`src/rtl/fpu_seq_ctrl.sv`:
```
// Sequencer for multi-cycle FPU ops: stalls the pipeline for each op's programmed latency,
// launches the FPU with a one-cycle pulse, and flags writeback of the captured destination.
module fpu_seq_ctrl #(
    parameter int LAT_ADD  = 2,
    parameter int LAT_MUL  = 2,
    parameter int LAT_DIV  = 8,
    parameter int LAT_SQRT = 8,
    parameter int LAT_CVT  = 1,
    parameter int CNT_W    = 4
) (
    input  logic       clk,
    input  logic       rst,
    input  logic       issue_valid,
    input  logic [3:0] fpuop,
    input  logic [4:0] rd_addr,
    input  logic       rdflag,
    input  logic       flush,
    output logic       stall,
    output logic       busy,
    output logic       fpu_start,
    output logic [3:0] fpu_op,
    output logic       wb_valid,
    output logic [4:0] wb_rd,
    output logic       wb_rdflag,
    output logic       illegal_op
);

    typedef enum logic [1:0] {IDLE, RUN, WB} state_t;

    state_t           state;
    logic [CNT_W-1:0] cnt;
    logic [CNT_W-1:0] op_lat;
    logic             op_unknown;
    logic             accept;

    always_comb begin
        op_lat = '0;
        case (fpuop)
            4'b0000, 4'b0001: op_lat = CNT_W'(LAT_ADD);
            4'b0010:          op_lat = CNT_W'(LAT_MUL);
            4'b0011:          op_lat = CNT_W'(LAT_DIV);
            4'b0100:          op_lat = CNT_W'(LAT_SQRT);
            4'b1011, 4'b1100: op_lat = CNT_W'(LAT_CVT);
            default:          op_lat = '0;
        endcase
    end

    assign op_unknown = (fpuop > 4'd12);

    // New ops are taken in IDLE and also in WB, so back-to-back ops lose no cycle.
    assign accept   = issue_valid & ~flush & (op_lat != '0) & (state != RUN);
    assign stall    = (state == RUN) | accept;
    assign busy     = (state != IDLE);
    assign wb_valid = (state == WB);

    always_ff @(posedge clk or posedge rst) begin
        if (rst) begin
            state      <= IDLE;
            cnt        <= '0;
            fpu_op     <= '0;
            wb_rd      <= '0;
            wb_rdflag  <= 1'b0;
            fpu_start  <= 1'b0;
            illegal_op <= 1'b0;
        end else begin
            fpu_start  <= 1'b0;
            // Issue is ignored while RUN holds the pipeline, so no illegal report then either.
            illegal_op <= issue_valid & ~flush & (state != RUN) & op_unknown;
            if (flush) begin
                state <= IDLE;
                cnt   <= '0;
            end else begin
                case (state)
                    RUN: begin
                        cnt <= cnt - 1'b1;
                        if (cnt == CNT_W'(1)) begin
                            state <= WB;
                        end
                    end
                    default: begin
                        if (accept) begin
                            state     <= RUN;
                            cnt       <= op_lat;
                            fpu_op    <= fpuop;
                            wb_rd     <= rd_addr;
                            wb_rdflag <= rdflag;
                            fpu_start <= 1'b1;
                        end else begin
                            state <= IDLE;
                        end
                    end
                endcase
            end
        end
    end

endmodule

```
`config.mk`:
```
export PLATFORM = sky130hd
export DESIGN_NAME = fpu_seq_ctrl
export DESIGN_NICKNAME = d
export VERILOG_FILES = /design/src/rtl/fpu_seq_ctrl.sv
export SDC_FILE = /design/constraint.sdc
export NUM_CORES = 1
export LEC_CHECK = 0
export CORE_MARGIN = 4
export CORE_UTILIZATION = 55
export DETAILED_ROUTE_END_ITERATION = 10
export DONT_BUFFER_PORTS = 1
export PLACE_DENSITY = 0.7
export SLEW_MARGIN = 20
export SYNTH_ARGS = -nofsm -noshare
export SYNTH_HDL_FRONTEND = slang
export SYNTH_SLANG_ARGS = --single-unit
```
`constraint.sdc`:
```
create_clock -name clk -period 2.4 [get_ports clk]
set_input_delay 0.72 -clock clk [delete_from_list [all_inputs] [get_ports clk]]
set_output_delay 0.72 -clock clk [all_outputs]
set_load 0.1 [all_outputs]
```
==> reports/results.tsv, run 1 <==
stage	metric	value	unit
run_status	outcome	finished clean	
critical_path	worstPathRequired	1.68	ns
power	vdd_drop_max	0.606	mV
floorplan	num_rows	14	
critical_path	crit_slowest_cell	o21ai_0	
synth	top_logic_kind	AND-OR/OR-AND gates	
final_layout	final-seq-area	450	sq um
global_routing	track_usage	15.2	%
critical_path	rr_worst_depth	3	
global_routing	grt_max_degree	19	
clock_tree	post_cts_resized	0	
global_routing	gr-total-overflow	0	
power	power_density	1130	nW/um^2
place	hpwl	1170	um
timing	drv_slew	0	
timing	worstMarginPinSlew	0.901	ns
final_layout	drive_above_1_share	33.3	%
power	p_sw_share	52.5	%
synth	async_flop_share	100	%
final_layout	top_regs	wb_rd x5, cnt x4, fpu_op x4	
timing	setup_slack	0.159	ns
synth	ys_ff	18	
final_layout	n_all_buffers	5	
critical_path	crit_fanout	7	
synth	synth.distinct_cells	33	
flow_run	drv_cap	0	
critical_path	crit_family	AND-OR/OR-AND gates	
routing	drc_errors	0	
timing	finalHoldViolations	0	
synth	ys_seq_share	50.4	%
final_layout	largest_class	sequential cells	
synth	yosys-top-cells-area	dfrtp_1 (50%), mux2_2 (13%), ha_1 (2.8%)	
global_routing	met1_usage	16.0	%
timing	relSlewSlack	39.9	%
power	p_clk_share	16.4	%
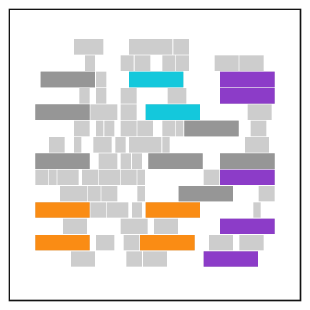
*Sequential cells coloured by netlist name, run 1*
Scale: 6 px per um.
| colour | name in the netlist | sequential cells |
|---|---|---|
| orange | `fpu_op` | 4 |
| purple | `wb_rd` | 5 |
| cyan | `state` | 2 |

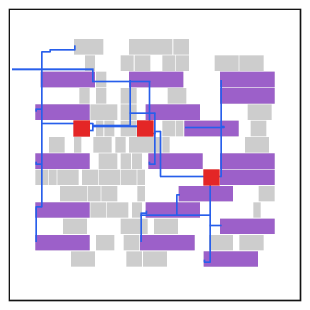
*Clock distribution, run 1*
Scale: 6 px per um.
[red] clock-net drivers | count: 3
[blue] clock wires | length: 204 um
[purple] flip-flops | count: 18
routed clock nets: 4

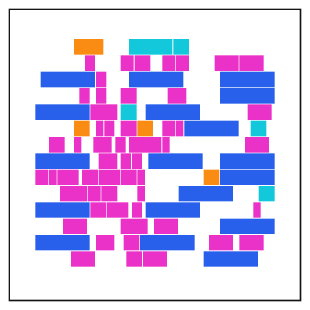
*Cells coloured by class, run 1*
Scale: 6 px per um.
| colour | class | cells | share of their area |
|---|---|---|---|
| blue | registers | 18 | 47% |
| cyan | remaining buffers and delay cells | 5 | 5.2% |
| magenta | remaining logic cells | 54 | 44% |
| orange | clock drivers and dummy loads | 4 | 3.8% |

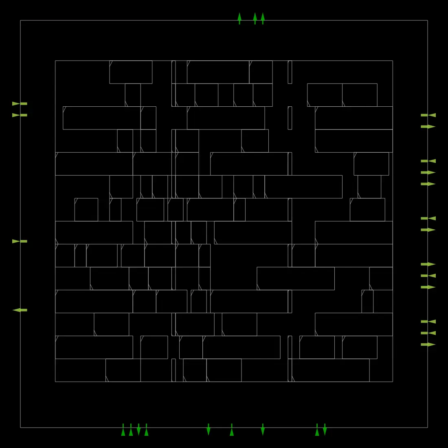
*Placement view, run 1*
fillers: 116
FFs & Latches: 18
Tap Count: 16

==> run 2: changes to the inputs <==
--- a/config.mk
+++ b/config.mk
@@ -5,6 +5,8 @@
 export SDC_FILE = /design/constraint.sdc
 export NUM_CORES = 1
 export LEC_CHECK = 0
+export ABC_CLOCK_PERIOD_IN_PS = 2400
+export CORE_ASPECT_RATIO = 0.8
 export CORE_MARGIN = 4
 export CORE_UTILIZATION = 55
 export DETAILED_ROUTE_END_ITERATION = 10
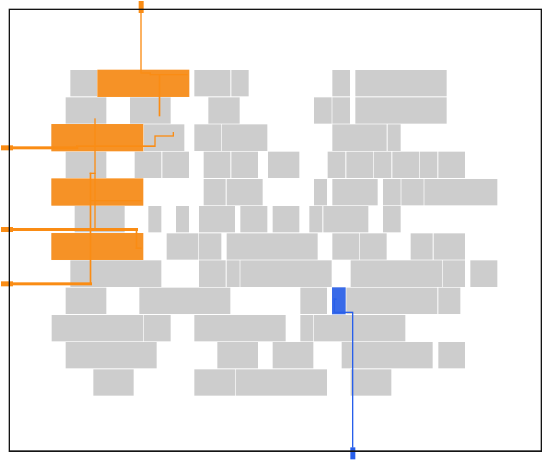
*Nets reached from selected ports, run 2*
Scale: 10 px per um.
| colour | port | direction | end cells | buffers | wire |
|---|---|---|---|---|---|
| orange | `fpu_op` | output | 4 | 0 | 82.1 um |
| blue | `rst` | input | 1 | 0 | 16.8 um |

==> reports/results.tsv, run 2 <==
stage	metric	value	unit	change
run_status	outcome	finished clean		
power	power_density	1110	nW/um^2	-1.5%
critical_path	crit_family	AND-OR/OR-AND gates		
clock_tree	post_cts_resized	0		unchanged
critical_path	rr_worst_depth	4		+1
final_layout	drive_above_1_share	34.1	%	+0.81 points
final_layout	final-seq-area	450	sq um	unchanged
final_layout	nMultiInputCombCells	50		
timing	finalHoldViolations	0		unchanged
synth	synth.distinct_cells	33		unchanged
floorplan	n_tap_cell	21		+5
final_layout	top_regs	wb_rd x5, cnt x4, fpu_op x4		
place	hpwl	1220	um	+4.2%
timing	worstMarginPinSlew	0.902	ns	+0.00111 ns
final_layout	ff_count	18		unchanged
hold_path	hold_path.class	in -> async		
synth	async_flop_share	100	%	unchanged
timing	fin_setup_tns	0	ns	
global_routing	met1_usage	18.9	%	+2.9 points
timing	drv_slew	0		unchanged
synth	yosys-top-cells-area	dfrtp_1 (50%), mux2_2 (13%), ha_1 (2.8%)		
final_layout	n_all_buffers	6		+1
synth	ys_seq_share	50.4	%	unchanged
floorplan	num_rows	12		-2
flow_run	drv_cap	0		unchanged
power	p_clk_share	16.1	%	-0.3 points
timing	setup_slack	0.161	ns	+0.00183 ns
critical_path	crit_fanout	7		unchanged
routing	drc_errors	0		unchanged
critical_path	worstPathRequired	1.68	ns	about the same
power	vdd_drop_max	0.908	mV	+50%
global_routing	grt_util_met3	7.74	%	
critical_path	crit_slowest_cell	o21ai_0		
synth	top_logic_kind	AND-OR/OR-AND gates		
power	p_sw_share	52.3	%	-0.22 points
critical_path	crit_path_end	stall		
power	leakagePower	0.430	nW	
power	sequentialPowerShare	67.1	%	
==> run 3: changes to the inputs <==
--- a/config.mk
+++ b/config.mk
@@ -8,10 +8,9 @@
 export ABC_CLOCK_PERIOD_IN_PS = 2400
 export CORE_ASPECT_RATIO = 0.8
 export CORE_MARGIN = 4
-export CORE_UTILIZATION = 55
+export CORE_UTILIZATION = 48
 export DETAILED_ROUTE_END_ITERATION = 10
-export DONT_BUFFER_PORTS = 1
-export PLACE_DENSITY = 0.7
+export PLACE_DENSITY = 0.93
 export SLEW_MARGIN = 20
 export SYNTH_ARGS = -nofsm -noshare
 export SYNTH_HDL_FRONTEND = slang
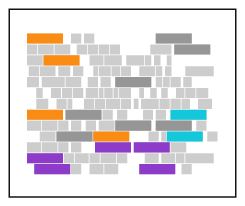
*Sequential cells coloured by netlist name, run 3*
Scale: 4 px per um.
| colour | name in the netlist | sequential cells |
|---|---|---|
| purple | `wb_rd` | 5 |
| orange | `fpu_op` | 4 |
| cyan | `state` | 2 |

==> reports/results.tsv, run 3 <==
stage	metric	value	unit	change
synth	yosys-top-cells-area	dfrtp_1 (50%), mux2_2 (13%), ha_1 (2.8%)		
final_layout	top_regs	wb_rd x5, cnt x4, fpu_op x4		
final_layout	final-seq-area	450	sq um	unchanged
critical_path	worstPathRequired	1.68	ns	about the same
timing	fin_setup_tns	0	ns	unchanged
power	p_sw_share	51.1	%	-1.2 points
timing	worstMarginPinSlew	0.686	ns	-0.216 ns
critical_path	crit_slowest_cell	and2b_1		
power	vdd_drop_max	0.981	mV	+8.0%
power	sequentialPowerShare	32.5	%	-35 points
place	hpwl	1790	um	+47%
critical_path	crit_fanout	2		-5
global_routing	grt_pass1_wl	3760	um	
critical_path	crit_path_end	stall		
global_routing	grt_max_degree	19		
critical_path	crit_family	buffers and inverters		
clock_tree	post_cts_resized	15		+15
place	port-buffer-count	28		
synth	mux_share	12.6	%	
critical_path	rr_worst_depth	4		unchanged
power	p_clk_share	12.2	%	-3.9 points
synth	edf_count	0		
global_routing	met1_usage	20.0	%	+1.1 points
timing	drv_slew	0		unchanged
hold_path	hold_path.class	reg -> reg		
flow_run	drv_cap	0		unchanged
routing	viasPerCell	5.65		
timing	setup_slack	0.0325	ns	-0.128 ns
global_routing	grt_util_met3	7.28	%	-0.46 points
timing	finalHoldViolations	0		unchanged
timing	finClkSkew	0.00502	ns	
run_status	outcome	finished clean		
floorplan	num_rows	13		+1
final_layout	drive_above_1_share	46.2	%	+12 points
critical_path	crit_type	in -> out		
synth	simple_gate_area_share	13.3	%	
floorplan	n_tap_cell	22		+4.8%
final_layout	nMultiInputCombCells	50		unchanged
power	leakagePower	0.599	nW	+39%
Power figures rest on the tool's default switching activity, not on a simulated workload.
